Figure 1. Placement density heat map (run 1).
(3 px per µm) 10 x 9 tiles, from black (low) to pale yellow (high), 0 to 100% covered.
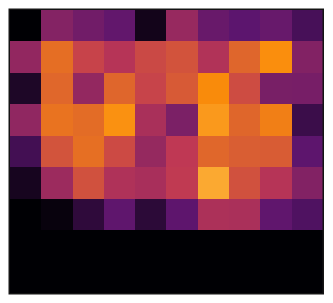
Figure 2. The clock network (run 1).
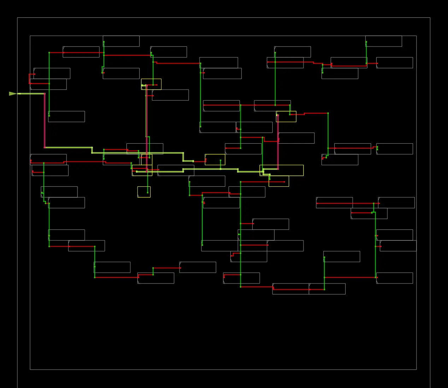
Figure 3. Clock wires, drivers and flops (run 1).
(6 px per µm)
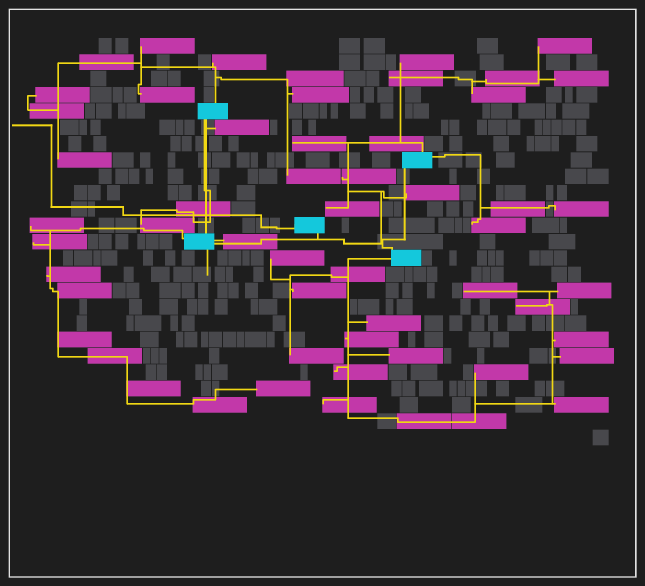
==> config.mk <==
export PLATFORM = sky130hd
export DESIGN_NAME = song_menu_ctrl
export DESIGN_NICKNAME = d
export VERILOG_FILES = /design/src/rtl/song_menu_ctrl_pkg.sv /design/src/rtl/menu_blink_timer.sv /design/src/rtl/song_menu_ctrl.sv
export SDC_FILE = /design/constraint.sdc
export NUM_CORES = 1
export LEC_CHECK = 0
export CORE_ASPECT_RATIO = 0.9
export CORE_MARGIN = 3
export CORE_UTILIZATION = 35
export CTS_CLUSTER_DIAMETER = 120
export CTS_CLUSTER_SIZE = 8
export DETAILED_ROUTE_END_ITERATION = 10
export GPL_TIMING_DRIVEN = 0
export MAX_ROUTING_LAYER = met4
export SLEW_MARGIN = 20
export SYNTH_ARGS = -nofsm -noshare
export SYNTH_HDL_FRONTEND = slang
export SYNTH_SLANG_ARGS = --single-unit
==> constraint.sdc <==
create_clock -name clk -period 5 [get_ports clk]
set_input_delay 0.5 -clock clk [delete_from_list [all_inputs] [get_ports clk]]
set_output_delay 0.5 -clock clk [all_outputs]
set_load 0.01 [all_outputs]
==> qor.yml, run 1 <==
logic_synthesis:
  ys_top_logic_family: "simple AND/OR/NAND/NOR gates"
  yosysMostFrequentCell: "dfrtp_1"
  ys_ff: 55
  flop_cell: "dfrtp_1"
  syn_nets: 331
  postSynthAreaPerCell_um2: 9.55
  edf_count: 0
  ys_cells: 318
  ys_async_sr_fraction_pct: 100
  synth_seq_share_pct: 45.4
  simple_gate_area_share_pct: 29.0
  synthDistinctLibCells: 55
  ys_sh_mux_pct: 3.38
  yosys_area_um2: 3040
  top_cell_area_share_pct: 43.7
critical_path:
  worstPathMaxFanout: 10
  crit_arrival_ns: 2.78
  cp_num_buf_inv: 3
  path_depth: 9
  worst_setup_path_start_kind: "flip-flop"
  reg2reg_slack_ns: 2.41
  path_cells: "inv_1 > ha_1 > nor4b_1 > nand3_2 > o41a_1 > buf_6 > buf_2 > a32oi_1 > o21ai_0"
  worstRegToRegCells: 9
  end_kind: "flip-flop"
cells_and_area:
  clock_area_share_pct: 3.35
  drive_gt1_share_pct: 8.53
  largest_class: "combinational gates"
  design_area_um2: 3430
  buffer_area_share_pct: 5.50
  fin_nets: 352
  final_cells: 455
  clockBufferCount: 5
  inverters: 9
  area_delta_synth_final_pct: 13.1
  seq_share_pct: 40.2
  sh_comb_area_pct: 45.8
  buffers: 23
routing:
  detail-route-antenna-nets: 0
  vias_per_cell: 5.56
  wire_per_inst_um: 14.9
  route.met3.wl_um: 211
  drtIter0Drc: 98
  top_layer: "met4"
  drc: 0
flow_run:
  tool_warnings: 28
place:
  port_buffers: 14
  dpl_cell_area_um2: 3320
  place_ws_ns: 2.41
  place_congestion: 0.854
  dp_hpwl_mm: 4.69
  post-place-cells: 447
clocking:
  cts_tree: "yes"
  clock_path_buffers: 2
  numCtsBuffers: 5
  h-tree-depth: 2
  clk_pin_slew_ns: 0.11
  cts_num_sinks: 55
die:
  die_h_um: 94.4
power_and_ir_drop:
  power_density_nw_per_um2: 269
  vdd_ir_drop_max_mv: 0.157
timing:
  tightestPinTransition_ns: 1.00
  relSlewSlack_pct: 32.7
  fin_ws_ns: 2.41
  finalSetupTns_ns: 0
  finalMaxSlewViolations: 0
  setup_viol: 0
  fin_crit_sh_pct: 51.8
global_routing:
  met1_usage_pct: 19.9
  grt.total_usage_pct: 14.7
outcome:
  status: "completed"
Notes on Figure 1 above:
fullest tile = 81%
nearly empty tiles = 24%
mean over tiles = 34%
tiles over 75% full = 4.4%
emptiest ninth of the die = south-west
Core ar.: 8220 µm²
Initial Utilization: 36.9%
Final Util: 41.8%

Notes on Figure 2 above:
Flops: 55
worst-skew pair later-pin latency: 0.31 ns

Notes on Figure 3 above:
clock wires -> yellow  # length 713 µm
clock-net drivers -> cyan  # count 5
flip-flops -> magenta  # count 55
routed clock nets = 6
clock-net power: 306 µW
clock share of power: 33.1%
Worst Clk Skew: 0.0140 ns

-- run 1: power by group --
group / switching [µW] / internal, µW / total [µW]
combinational: 57.5 / 50.2 / 108
clock: 155 / 151 / 306
sequential: 38.1 / 474 / 512
-- run 1: placed cells by master (no fill, tap or decap), types with 4 or more instances in the layout --
master / n
and3_1: 8
clkbuf_8: 5
mux2i_1: 8
nor3_1: 17
o31ai_1: 4
nor3b_1: 4
nor4b_1: 4
inv_1: 9
nand2_1: 27
xor2_1: 9
dfrtp_1: 53
nor2_1: 23
or3_1: 8
clkbuf_1: 5
clkdlybuf4s50_1: 13
o211ai_1: 5
a21oi_1: 9
nand4_1: 11
nand3b_1: 4
nand3_1: 21
a31oi_1: 16
nand2b_1: 5
o21ai_0: 8
ha_1: 5
--- run 2 (diff from run 1) ---
==> constraint.sdc (replaced) <==
create_clock -name clk -period 2.2 [get_ports clk]
set_input_delay 0.22 -clock clk [delete_from_list [all_inputs] [get_ports clk]]
set_output_delay 0.22 -clock clk [all_outputs]
set_load 0.01 [all_outputs]
Figure 4. Cells colored by class (run 2).
(4 px per µm) Fill, decap, tap and diode cells in gray.
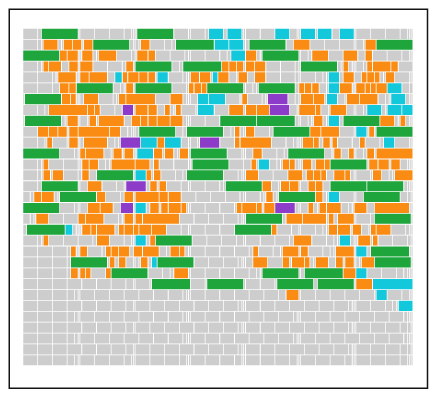
remaining buffers and delay cells -> cyan  # cells 42
remaining logic cells -> orange  # cells 254
clock drivers and dummy loads -> purple  # cells 8
registers -> green  # cells 55
Seq area share: 36.2%
Final Util: 46.6%
fin area: 3830 µm²
Placement Rows: 31

Figure 5. Clock wires, drivers and flops (run 2).
(6 px per µm)
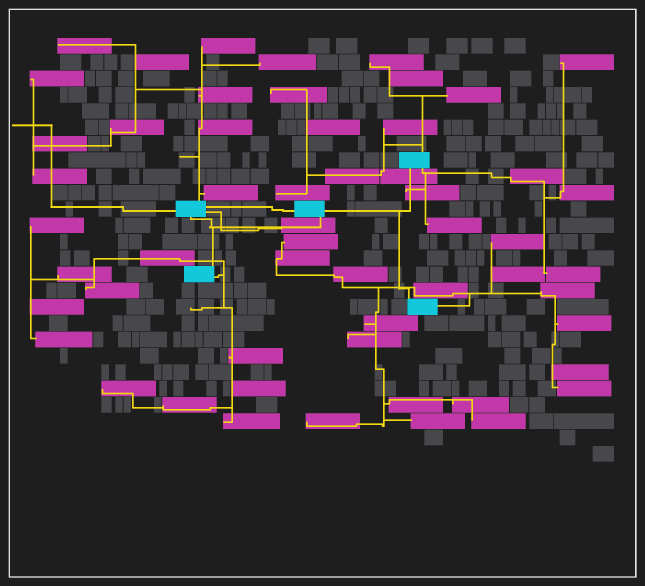
clock-net drivers -> cyan  # count 5
clock wires -> yellow  # length 733 µm
flip-flops -> magenta  # count 55
routed clock nets = 6
clock-net power: 615 µW
clock share of power: 29.4%
Worst Clk Skew: 0.00677 ns

==> qor.yml, run 2 <==
clocking:
  h-tree-depth: 2
  clock_path_buffers: 2
  cts_num_sinks: 55
  cts_tree: "yes"
  clkLatencyLatePin_ns: 0.31
  clk_pin_slew_ns: 0.11
  numCtsBuffers: 5
critical_path:
  worst_setup_path_start_kind: "flip-flop"
  reg2reg_slack_ns: -0.01
  cp_num_buf_inv: 2
  worstPathMaxFanout: 6
  slowest_delay_ns: 0.43
  crit_arrival_ns: 2.41
  path_depth: 7
  worstRegToRegCells: 7
  path_cells: "nor3_1 > nand2_2 > o41a_1 > buf_6 > buf_6 > and3_4 > a221o_1"
  end_kind: "flip-flop"
logic_synthesis:
  ys_ff: 55
  synthTopCellsByArea: "dfrtp_1 (44%), nand3_1 (3.5%), nand2_1 (3.3%)"
  syn_nets: 331
  ys_async_sr_fraction_pct: 100
  ys_top_logic_family: "simple AND/OR/NAND/NOR gates"
  yosysMostFrequentCell: "dfrtp_1"
  ys_cells: 318
  yosys_area_um2: 3040
  synth_seq_share_pct: 45.4
  postSynthAreaPerCell_um2: 9.55
  flop_cell: "dfrtp_1"
  synthDistinctLibCells: 55
  edf_count: 0
  ys_sh_mux_pct: 3.38
  top_cell_area_share_pct: 43.7
  simple_gate_area_share_pct: 29.0
power_and_ir_drop:
  switching_share_pct: 29.3
  power_top_consumer: "registers"
  power_frac_comb_pct: 14.1
  power_switching_uw: 613
  power_density_nw_per_um2: 547
  comb_power_uw: 295
  power_uw: 2090
  seqPwrFrac_pct: 56.6
  intPower_uw: 1480
  vdd_ir_drop_max_mv: 0.266
  pg_seq_uw: 1180
outcome:
  status: "complete, but fails checks"
  violations: "negative setup slack"
global_routing:
  grt.total_usage_pct: 15.4
  grt_pass1_vias: 2537
  met1_usage_pct: 20.4
routing:
  wire_per_inst_um: 15.6
  vias_per_cell: 5.58
  drtIter0Drc: 102
  drc: 0
  top_layer: "met4"
  routed_wl_mm: 7.38
  detail-route-antenna-nets: 0
  route.met3.wl_um: 200
cells_and_area:
  lay_top_count: "dfrtp_1"
  layout_top_cells: "dfrtp_1 (48), nand2_1 (25), nor2_1 (23)"
  final_cells: 474
  fin_nets: 371
  area_delta_synth_final_pct: 26.1
  drive_gt1_share_pct: 23.1
flow_run:
  tool_warnings: 30
timing:
  finalMaxSlewViolations: 0
  finalSetupTns_ns: -0.0114
  tightestPinTransition_ns: 0.698
  fin_crit_sh_pct: 101
  relSlewSlack_pct: 53.5
  layout_min_cycle_time_ns: 2.21
  whs_ns: 0.411
  fin_ws_ns: -0.0114
  setup_viol: 1
place:
  place_congestion: 0.856
  dpl_cell_area_um2: 3350
  place_ws_ns: -0.225
  port_buffers: 14
  post-place-cells: 448
  dp_hpwl_mm: 4.95
die:
  chipArea_um2: 9830
  fp_util_pct: 36.9
  die_h_um: 94.4
  core_area_um2: 8220
Figure 6. Placement density heat map (run 2).
(3 px per µm) 10 x 9 tiles, from black (low) to pale yellow (high), 0 to 100% covered.
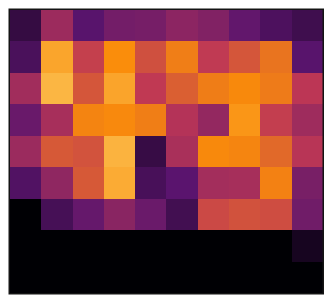
tiles over 75% full = 7.8%
emptiest ninth of the die = south-west
nearly empty tiles = 22%

[run 2: cell types whose count changed in the layout (fill, tap and decap cells not counted), sizes merged]
| cell | change |
|---|---|
| clkbuf | -1 |
| clkinv | +1 |
| buf | +20 |
| inv | -1 |
| bufinv | -1 |
| dlygate4sd3 | +1 |
[run 2: cell type report]
| cell class | count | area (µm²) |
|---|---|---|
| fillers | 769 | 4390 |
| multi-input cells | 245 | 1790 |
| flip-flops and latches | 55 | 1390 |
| repair buffers | 33 | 310 |
| well taps | 115 | 144 |
| clock buffers | 6 | 82.6 |
| plain buffers | 9 | 66.3 |
| inverters | 9 | 33.8 |
| clock inverters | 2 | 16.3 |
[run 2: repair_timing]
action                     CTS  global route
setup buffers                6            11
resized                     13            47
pin swaps                    2            11
hold endpoints to repair    53             0
hold buffers                 1             0
setup endpoints to repair   31            33
Power and IR drop assume default switching activity.
